==> src/rtl/mux_rr_arbiter.sv <==
`timescale 1ns/1ps
// Two-source burst arbiter driving one registered valid/ready output channel.
// Define MUX_ARB_FIXED_PRIO_EN to make A win every tie instead of round-robin.
module mux_rr_arbiter #(
  parameter int WIDTH     = 3,
  parameter int MAX_BURST = 4
) (
  input  logic             clk,
  input  logic             rst,
  input  logic             req_a,
  input  logic [WIDTH-1:0] data_a,
  input  logic             last_a,
  output logic             ack_a,
  input  logic             req_b,
  input  logic [WIDTH-1:0] data_b,
  input  logic             last_b,
  output logic             ack_b,
  output logic             gnt_a,
  output logic             gnt_b,
  output logic             out_valid,
  input  logic             out_ready,
  output logic [WIDTH-1:0] out_data,
  output logic             out_src,
  output logic             out_last,
  output logic [1:0]       dbg_state
);

  typedef enum logic [1:0] {
    IDLE  = 2'd0,
    GNT_A = 2'd1,
    GNT_B = 2'd2
  } state_t;

`ifdef MUX_ARB_FIXED_PRIO_EN
  localparam logic RR_EN = 1'b0;
`else
  localparam logic RR_EN = 1'b1;
`endif
  localparam logic [3:0] CNT_LAST = 4'(MAX_BURST - 1);

  // Handshake: a beat moves from source x when ack_x is high at a rising edge;
  // the output beat moves downstream when out_valid & out_ready at a rising edge.

  state_t           state_q, state_d;
  logic             prio_q, prio_d;
  logic [3:0]       cnt_q, cnt_d;
  logic             out_valid_q;
  logic [WIDTH-1:0] out_data_q;
  logic             out_src_q;
  logic             out_last_q;
  logic             can_load;
  logic             load;
  logic [WIDTH-1:0] load_data;
  logic             load_last;

  always_ff @(posedge clk or posedge rst) begin
    if (rst) begin
      state_q <= IDLE;
      prio_q  <= 1'b0;
      cnt_q   <= '0;
    end else begin
      state_q <= state_d;
      prio_q  <= prio_d;
      cnt_q   <= cnt_d;
    end
  end

  // A release hands the next tie to the other source (prio stays 0 when fixed).
  always_comb begin
    state_d = state_q;
    prio_d  = prio_q;
    cnt_d   = cnt_q;
    case (state_q)
      IDLE: begin
        cnt_d = '0;
        if (req_a && (!req_b || !prio_q)) state_d = GNT_A;
        else if (req_b)                    state_d = GNT_B;
      end
      GNT_A: begin
        if (ack_a) cnt_d = cnt_q + 4'd1;
        if (!req_a || (ack_a && (last_a || cnt_q == CNT_LAST))) begin
          state_d = IDLE;
          prio_d  = RR_EN;
          cnt_d   = '0;
        end
      end
      GNT_B: begin
        if (ack_b) cnt_d = cnt_q + 4'd1;
        if (!req_b || (ack_b && (last_b || cnt_q == CNT_LAST))) begin
          state_d = IDLE;
          prio_d  = 1'b0;
          cnt_d   = '0;
        end
      end
      default: state_d = IDLE;
    endcase
  end

  always_comb begin
    can_load  = !out_valid_q || out_ready;
    ack_a     = !rst && (state_q == GNT_A) && req_a && can_load;
    ack_b     = !rst && (state_q == GNT_B) && req_b && can_load;
    load      = ack_a || ack_b;
    load_data = ack_b ? data_b : data_a;
    load_last = ack_b ? last_b : last_a;
    gnt_a     = (state_q == GNT_A);
    gnt_b     = (state_q == GNT_B);
    dbg_state = state_q;
  end

  // Payload fields only change on a load, so they hold while out_valid is low.
  always_ff @(posedge clk or posedge rst) begin
    if (rst) begin
      out_valid_q <= 1'b0;
      out_data_q  <= '0;
      out_src_q   <= 1'b0;
      out_last_q  <= 1'b0;
    end else if (load) begin
      out_valid_q <= 1'b1;
      out_data_q  <= load_data;
      out_src_q   <= ack_b;
      out_last_q  <= load_last;
    end else if (out_valid_q && out_ready) begin
      out_valid_q <= 1'b0;
    end
  end

  assign out_valid = out_valid_q;
  assign out_data  = out_data_q;
  assign out_src   = out_src_q;
  assign out_last  = out_last_q;

endmodule

==> config.mk <==
export PLATFORM = sky130hd
export DESIGN_NAME = mux_rr_arbiter
export DESIGN_NICKNAME = d
export VERILOG_FILES = /design/src/rtl/mux_rr_arbiter.sv
export SDC_FILE = /design/constraint.sdc
export NUM_CORES = 1
export LEC_CHECK = 0
export ABC_AREA = 1
export CORE_UTILIZATION = 40
export DETAILED_ROUTE_END_ITERATION = 10
export GPL_ROUTABILITY_DRIVEN = 0
export PLACE_DENSITY_LB_ADDON = 0.12
export SLEW_MARGIN = 10
export SYNTH_ARGS = -nofsm -noshare
export SYNTH_HDL_FRONTEND = slang
export SYNTH_SLANG_ARGS = --single-unit
==> constraint.sdc <==
create_clock -name clk -period 2.25 [get_ports clk]
set_input_delay 0.225 -clock clk [delete_from_list [all_inputs] [get_ports clk]]
set_output_delay 0.225 -clock clk [all_outputs]
set_load 0.005 [all_outputs]
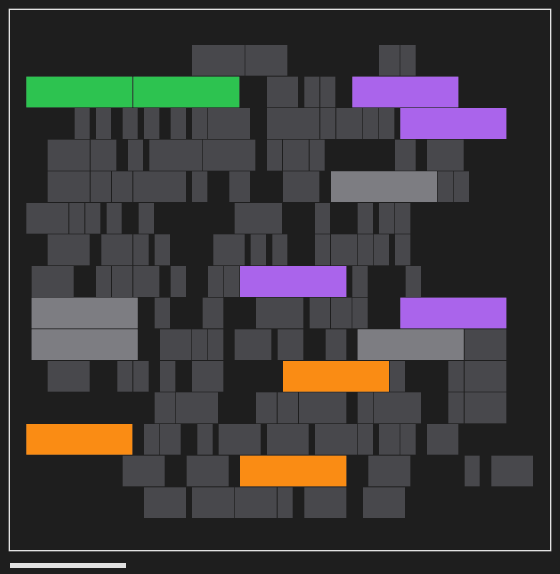
(images/registers.png)
The bar under the picture is 10 um long. Other sequential cells in the stronger grey, the rest of the logic in the fainter grey.
purple -> `cnt_q`  # sequential cells 4
green -> `dbg_state`  # sequential cells 2
orange -> `out_data`  # sequential cells 3
Post-Route Utilization: 61.8%
Register Area: 325 um2
Seq power: 364 uW

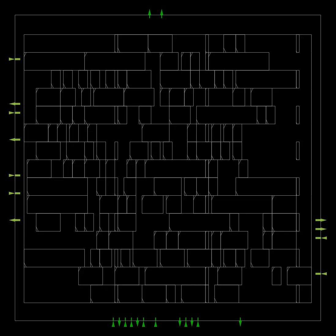
(images/final_placement.png)
area of the core: 1780 um2
FP Rows: 15
Tap Cells: 25
final std cells w/o fill: 158
FF+latch count: 13

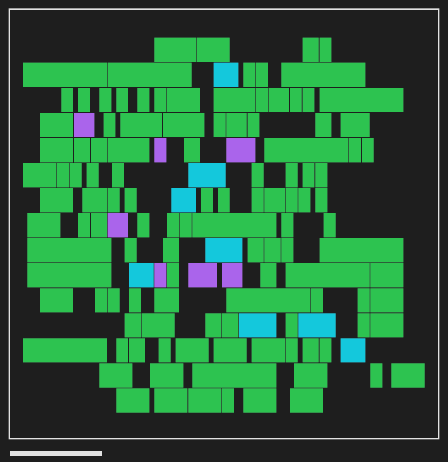
(images/drive_strength.png)
The bar under the picture is 10 um long.
cyan -> drive 3 to 4  # cells 8
purple -> drive 2  # cells 7, most used nand2_2
green -> drive 1 or less  # cells 118, most used nand2_1
synth-to-layout area growth: 39.2%
Buffers, non-clock: 25
design area: 1100 um2
final worst slack: 0.127 ns

==> run summary <==
status: completed
vias post-DR: 731
inverter count: 18
largest register by flop count: cnt_q
YS chip area: 792 um2
Logic power comb: 515 uW
Leading cell kind: multi-input combinational cells
routed length on met1: 806 um
relative slew slack: 84.3%
Core Util at FP: 44.4%
most used routing layer: met2
worst clock skew: 0.00457 ns
Worst Path Buf+Inv: 2
Yosys warning total: 0
Late-Pin Clk Latency: 0.29 ns
CTS sink count: 13
Nets: 152
Top-area cell share: 41.1%
Reg power frac: 35.3%
TNS Setup: 0 ns
Comb/total area: 36.7%
CP peak stage delay: 0.51 ns
crit path launch type: flip-flop
clk tree area frac: 2.38%
Top Layer Used: met4
clock period minus worst slack: 2.12 ns
cell at the slowest stage of the critical path: clkdlybuf4s50_1
Die W: 46.5 um
Tot Pwr: 1030 uW
switching share of power: 38.0%
Main area contributors: dfrtp_1, nand2_1, ha_1, inv_1, nand3_1
vias in the first global route: 678
Die ar.: 2160 um2
Worst-path clk slew: 0.08 ns
XOR-XNOR Cells, Area Fraction: 1.11%
[timing repair]
action | CTS | global route
gates resized | 0 | 1
hold buffers | 0 | 0
endpoints found under the setup margin | 0 | 1
hold endpoints to repair | 0 | 0
[layout by cell type, fill, tap and decap left out, drive strengths merged]
cell / instances
dfrtp: 13
clkbuf: 4
inv: 18
a21oi: 2
o21ai: 7
buf: 1
xor2: 1
o211ai: 1
nand3: 8
a21boi: 1
clkdlybuf4s50: 24
ha: 5
nand2: 37
nor2: 8
nand4: 3
[cell usage after synthesis (2+ instances only)]
library cell and instances:
nand2_1 31, inv_1 16, dfrtp_1 13, nand3_1 8
nor2_1 7, ha_1 5, o21ai_0 4, nand2_2 3
nand2_4 3, nand4_1 3, o21ai_1 3, a21oi_2 2
inv_2 2
No activity file was given, so power comes from the tool's default toggle rates.
